`config.mk`:
```
export PLATFORM = sky130hd
export DESIGN_NAME = mem_port_arbiter
export DESIGN_NICKNAME = d
export VERILOG_FILES = /design/src/rtl/mem_port_arbiter_pkg.sv /design/src/rtl/mem_port_arbiter.sv
export SDC_FILE = /design/constraint.sdc
export NUM_CORES = 1
export LEC_CHECK = 0
export CORE_AREA = 2 2 134 123
export DETAILED_ROUTE_END_ITERATION = 10
export DIE_AREA = 0 0 136 125
export PLACE_DENSITY = 0.68
export SLEW_MARGIN = 0
export SYNTH_ARGS = -nofsm -noshare
export SYNTH_HDL_FRONTEND = slang
export SYNTH_SLANG_ARGS = --single-unit
```
`constraint.sdc`:
```
create_clock -name clk -period 5 [get_ports clk]
set_input_delay 1 -clock clk [delete_from_list [all_inputs] [get_ports clk]]
set_output_delay 1 -clock clk [all_outputs]
set_load 0.02 [all_outputs]
```
`src/rtl/mem_port_arbiter_pkg.sv`:
```
// Shared pipeline definitions for the unified memory port: data width,
// arbiter FSM encodings and the request/response bundles that the cache and
// MMIO blocks also use to talk to the single memory port.
package mem_port_arbiter_pkg;

   localparam int XLEN = 32;

   typedef enum logic [1:0] {
      IDLE   = 2'd0,
      BUSY_D = 2'd1,
      BUSY_I = 2'd2
   } arb_state_e;

   // Master side of the unified-memory handshake (held stable while req & ~ready).
   typedef struct packed {
      logic            req;
      logic            we;
      logic [XLEN-1:0] addr;
      logic [XLEN-1:0] wdata;
   } mem_req_t;

   // Slave side: ready completes the access in the current cycle.
   typedef struct packed {
      logic            ready;
      logic [XLEN-1:0] rdata;
   } mem_rsp_t;

   localparam mem_req_t MEM_REQ_IDLE = '{
      req:   1'b0,
      we:    1'b0,
      addr:  {XLEN{1'b0}},
      wdata: {XLEN{1'b0}}
   };

endpackage

```
`src/rtl/mem_port_arbiter.sv`:
```
// Arbiter/sequencer sharing one unified memory port between IF-stage fetch
// and MEM-stage load/store. Data has priority; a starvation counter forces a
// fetch through after FETCH_STARVE_MAX consecutive data grants.
module mem_port_arbiter
   import mem_port_arbiter_pkg::*;
#(
   parameter int unsigned FETCH_STARVE_MAX = 4
) (
   input  logic        clk,
   input  logic        rst,
   input  logic        if_req,
   input  logic [31:0] if_addr,
   input  logic        if_kill,
   output logic [31:0] if_rdata,
   output logic        if_valid,
   input  logic        d_req,
   input  logic        d_we,
   input  logic [31:0] d_addr,
   input  logic [31:0] d_wdata,
   output logic [31:0] d_rdata,
   output logic        d_valid,
   output logic        stall_if,
   output logic        stall_mem,
   output logic        m_req,
   output logic        m_we,
   output logic [31:0] m_addr,
   output logic [31:0] m_wdata,
   input  logic        m_ready,
   input  logic [31:0] m_rdata
);

   localparam int unsigned      CNT_W      = $clog2(FETCH_STARVE_MAX + 1);
   localparam logic [CNT_W-1:0] STARVE_MAX = CNT_W'(FETCH_STARVE_MAX);
   localparam logic [CNT_W-1:0] CNT_ONE    = CNT_W'(1'b1);
   localparam logic [CNT_W-1:0] CNT_ZERO   = CNT_W'(1'b0);

   arb_state_e       state_q, state_d;
   mem_req_t         mreq_q, mreq_d;
   logic [CNT_W-1:0] starve_cnt_q, starve_cnt_d;
   logic             kill_q, kill_d;
   logic [31:0]      if_rdata_q, if_rdata_d;
   logic [31:0]      d_rdata_q, d_rdata_d;
   logic             if_valid_q, if_valid_d;
   logic             d_valid_q, d_valid_d;

   logic fetch_live_s;
   logic starve_hit_s;
   logic pulse_out_s;
   logic grant_d_s;
   logic grant_i_s;

   // A fetch being flushed this cycle is not a candidate for the port.
   assign fetch_live_s = if_req & ~if_kill;
   assign starve_hit_s = (starve_cnt_q == STARVE_MAX) & fetch_live_s;
   // While a completion pulse is out, the requester's req still refers to the
   // access just finished, so that cycle is a turnaround with no grant.
   assign pulse_out_s  = if_valid_q | d_valid_q;

   // Grant selection in IDLE: data first unless fetch has hit the starve limit.
   always_comb begin
      grant_d_s = 1'b0;
      grant_i_s = 1'b0;
      if ((state_q == IDLE) && !pulse_out_s) begin
         if (d_req && !starve_hit_s) begin
            grant_d_s = 1'b1;
         end else if (fetch_live_s) begin
            grant_i_s = 1'b1;
         end else begin
            grant_d_s = 1'b0;
            grant_i_s = 1'b0;
         end
      end else begin
         grant_d_s = 1'b0;
         grant_i_s = 1'b0;
      end
   end

   // Next-state, memory-request, starvation and completion logic.
   always_comb begin
      state_d      = state_q;
      mreq_d       = mreq_q;
      starve_cnt_d = starve_cnt_q;
      kill_d       = kill_q;
      if_rdata_d   = if_rdata_q;
      d_rdata_d    = d_rdata_q;
      if_valid_d   = 1'b0;
      d_valid_d    = 1'b0;
      case (state_q)
         IDLE: begin
            kill_d = 1'b0;
            if (grant_d_s) begin
               mreq_d  = '{req: 1'b1, we: d_we, addr: d_addr, wdata: d_wdata};
               state_d = BUSY_D;
            end else if (grant_i_s) begin
               mreq_d  = '{req: 1'b1, we: 1'b0, addr: if_addr, wdata: 32'h0000_0000};
               state_d = BUSY_I;
            end else begin
               state_d = IDLE;
            end
            if (!if_req || grant_i_s) begin
               starve_cnt_d = CNT_ZERO;
            end else if (grant_d_s && (starve_cnt_q != STARVE_MAX)) begin
               starve_cnt_d = starve_cnt_q + CNT_ONE;
            end else begin
               starve_cnt_d = starve_cnt_q;
            end
         end
         BUSY_D: begin
            if (m_ready) begin
               mreq_d.req = 1'b0;
               state_d    = IDLE;
               d_valid_d  = 1'b1;
               if (!mreq_q.we) begin
                  d_rdata_d = m_rdata;
               end else begin
                  d_rdata_d = d_rdata_q;
               end
            end else begin
               state_d = BUSY_D;
            end
         end
         BUSY_I: begin
            if (m_ready) begin
               mreq_d.req = 1'b0;
               state_d    = IDLE;
               kill_d     = 1'b0;
               if (kill_q || if_kill) begin
                  if_valid_d = 1'b0;
               end else begin
                  if_valid_d = 1'b1;
                  if_rdata_d = m_rdata;
               end
            end else begin
               state_d = BUSY_I;
               kill_d  = kill_q | if_kill;
            end
         end
         default: begin
            state_d      = IDLE;
            mreq_d       = MEM_REQ_IDLE;
            starve_cnt_d = CNT_ZERO;
            kill_d       = 1'b0;
         end
      endcase
   end

   // State and output registers with synchronous reset.
   always_ff @(posedge clk) begin
      if (rst) begin
         state_q      <= IDLE;
         mreq_q       <= MEM_REQ_IDLE;
         starve_cnt_q <= CNT_ZERO;
         kill_q       <= 1'b0;
         if_rdata_q   <= 32'h0000_0000;
         d_rdata_q    <= 32'h0000_0000;
         if_valid_q   <= 1'b0;
         d_valid_q    <= 1'b0;
      end else begin
         state_q      <= state_d;
         mreq_q       <= mreq_d;
         starve_cnt_q <= starve_cnt_d;
         kill_q       <= kill_d;
         if_rdata_q   <= if_rdata_d;
         d_rdata_q    <= d_rdata_d;
         if_valid_q   <= if_valid_d;
         d_valid_q    <= d_valid_d;
      end
   end

   assign m_req     = mreq_q.req;
   assign m_we      = mreq_q.we;
   assign m_addr    = mreq_q.addr;
   assign m_wdata   = mreq_q.wdata;
   assign if_rdata  = if_rdata_q;
   assign if_valid  = if_valid_q;
   assign d_rdata   = d_rdata_q;
   assign d_valid   = d_valid_q;
   assign stall_if  = if_req & ~if_valid_q;
   assign stall_mem = d_req & ~d_valid_q;

endmodule

```
==> images/layers.png <==
Two of the layers only.
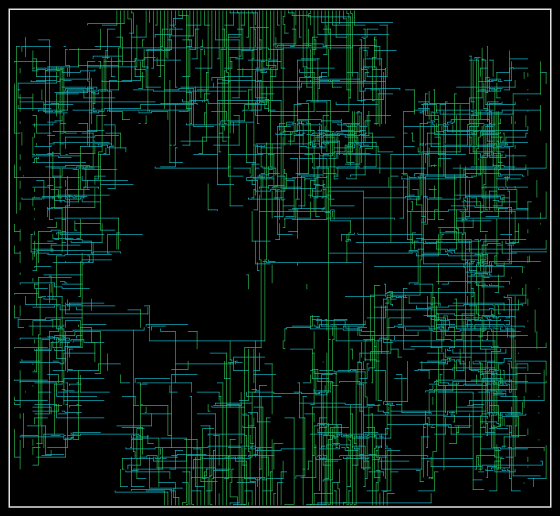
cyan -> M1  # wire length 6,410 µm
green -> M2  # wire length 7,350 µm
Post-Route WL: 15,300 µm
routed len/inst: 15.3 µm
GRT Overall Usage: 0.176
Via Count: 4,726

==> images/ff_map.png <==
The bar under the picture is 50 µm long. Other sequential cells in the stronger grey, the rest of the logic in the fainter grey.
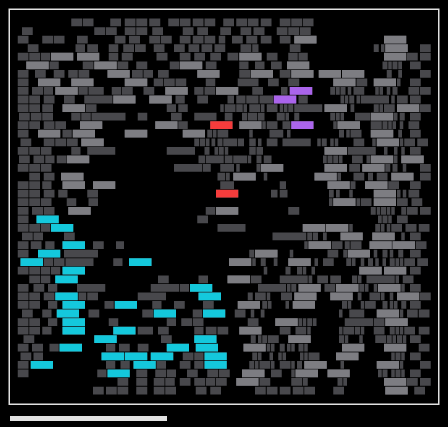
red -> `state_q`  # flops 2
cyan -> `m_wdata`  # flops 32
purple -> `starve_cnt_q`  # flops 3
not coloured = 101
storage element area: 2760 µm²
flop share of the area: 0.326
power in sequential cells: 1.20 mW
Finished Core Util: 0.538

==> images/clock_nets.png <==
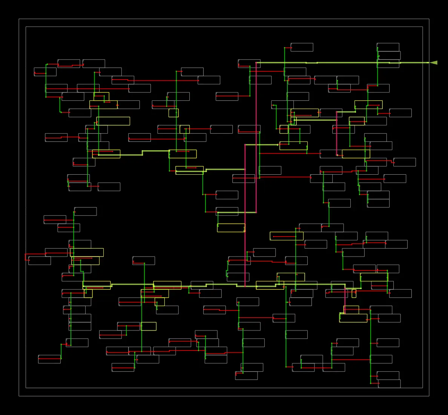
layout clock buffer count: 22
clk_lat worst skew: 410 ps
clock-net power: 1.30 mW
TritonCTS Sinks: 138

==> run summary <==
Status - complete, no violations
Main flop type - dfxtp_1
Resize count post-CTS - 0
Cell Type Count - 34
Floorplan utilization - 0.320
Fmax - 0.300 GHz
DP Wirelength - 11,000 µm
Setup_tns - 0 ps
OpenROAD warning count - 30
Most instantiated logic cells after routing - 267 x clkdlybuf4s50_1, 138 x dfxtp_1, 135 x nand2_1, 67 x a21oi_1
H-tree depth - 4
I/O Pins - 269
Worst path arrival time - 2340 ps
Mapped Area - 5040 µm²
Area delta synth->final - 68.1%
CP Class - input port to output port
CTS root buffer - clkbuf_16
#FFs+latches synth - 138
GP Congestion - 0.789
Worst-Margin Slew - 1240 ps
Comb area leader - AND-OR/OR-AND gates
Internal power - 2.26 mW
Area leader share - 0.548
Cell total in the yosys stat output - 526
Leak - 3.14 nW
Post-synth top area cell - dfxtp_1
Final Critical Period - 3340 ps
Switching part of the total - 0.246
Seq share, synth - 0.548
Syn Nets - 667
Num CTS Buffers - 17
Clk pin slew, worst setup/hold paths - 60 ps
Crit path launch type - input port
Cycle use final - 0.668
Final setup vio count - 0
Pwr dens - 354 nW/µm²
CP required - 4000 ps
Detailed Route Iter0 Violations - 159
Synth mux share - 0.0655
And+or+nand+nor area frac - 0.141
CTS tree - yes
Post-route ant nets - 0
Worst hold-check path type - flop to flop
Post-cts hold buffer count - 0
Xor and xnor fraction of the mapped netlist area - 0
DRC - 0
Vias per cell - 4.73
Syn_area_per_cell - 9.59 µm²
Slew Viols, Final - 0
RSZ-0062 raised after global routing - false
Core area - 15,700 µm²
First-pass GRT wire length - 23,700 µm
Metal3 WL - 1300 µm
1st-pass router iterations - 4
Met2 usage - 0.297
Final hold vios - 0
Cell area leaders - dfxtp_1 55%, nand2_1 10%, a21oi_1 6.7%
Flop-to-flop setup slack - 2390 ps
# Post-CTS Setup Buffers - 0
Chip area - 17,000 µm²
Synth top cells by count - 138 x dfxtp_1, 135 x nand2_1, 67 x a21oi_1
Global-route layer with the greatest usage - met2
FFs w/ async S/R, synth - 0
EDFF count, synth - 0
Count leader, synth - dfxtp_1
Grt total ovfl - 0
Final net count - 921
Post-Syn Instances - 526
M1 GR Usage - 0.209
WL met1 - 6410 µm
Row cnt - 44
==> images/gates.png <==
The bar under the picture is 50 µm long.
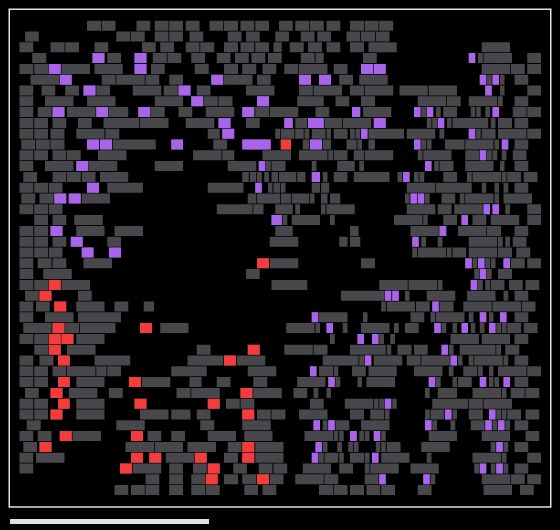
purple -> aoi and oai cells  # cells 106, where widely spread
red -> non-inverting ao/oa cells  # cells 34
most instantiated logic cell after routing: clkdlybuf4s50_1
Comb area share: 0.247
non-filler cells, final: 1,000

==> images/pinout.png <==
Pins as bars across the die edge, other pins in grey.
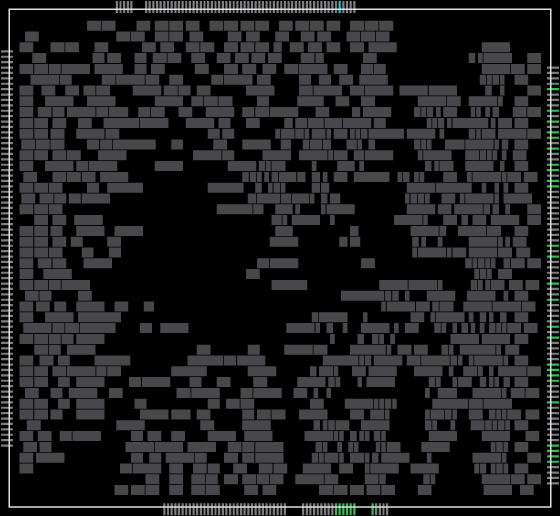
green -> `m_rdata`  # pins 32, direction input, edge 25 right, 7 bottom
cyan -> `stall_if`  # pins 1, direction output, edge top
Die Width: 136 µm
Chip Height: 125 µm
PortBufs: 268

==> final cells by class <==
| cell class | instances | area, µm² |
|---|---|---|
| antenna | 1 | 2.50 |
| clock inverter | 9 | 136 |
| multi-input combinational | 344 | 2100 |
| tap | 207 | 259 |
| clock buffer | 22 | 484 |
| timing repair buffer | 273 | 2720 |
| inverter | 6 | 22.5 |
| fill | 1419 | 7270 |
| sequential | 138 | 2760 |
==> power by group through the flow <==
stage | Combinational, mW | Clock (mW) | Sequential [mW]
final | 0.497 | 1.30 | 1.20
after global routing | 0.531 | 1.38 | 1.20
after CTS | 0.502 | 1.33 | 1.20
after detailed placement | 0.500 | 0 | 1.22
after global placement | 0.492 | 0 | 1.22
after floorplan | 0.162 | 0 | 1.29
==> through the flow <==
stage / setup slack, ps / instances / util / cell area, µm² / total power, mW
6_report: 1660 / 1000 / 0.538 / 8480 / 3.00
5_1_grt: 1600 / 1000 / 0.538 / 8480 / 3.12
4_1_cts: 1660 / 999 / 0.538 / 8480 / 3.03
3_5_place_dp: 1610 / 968 / 0.499 / 7860 / 1.72
3_3_place_gp: 1660 / 968 / 0.499 / 7860 / 1.71
2_1_floorplan: 2670 / 526 / - / 5040 / 1.45
==> path summary, 6_finish.rpt <==
path                             startpoint                   endpoint  cells past startpoint
hold / removal    if_rdata[23]$_SDFFE_PP0P_  if_rdata[23]$_SDFFE_PP0P_                      2
setup reg to reg      state_q[1]$_SDFF_PP0_    m_addr[27]$_SDFFE_PP0P_                      6
hold reg to reg   if_rdata[23]$_SDFFE_PP0P_  if_rdata[23]$_SDFFE_PP0P_                      2
setup / recovery                      d_req                  stall_mem                      3
==> critical path, cell delays in order <==
cell             delay (ps)
clkdlybuf4s50_1         570
nor2b_1                 160
clkdlybuf4s50_1         610
Power is estimated from default activity; no workload was simulated.
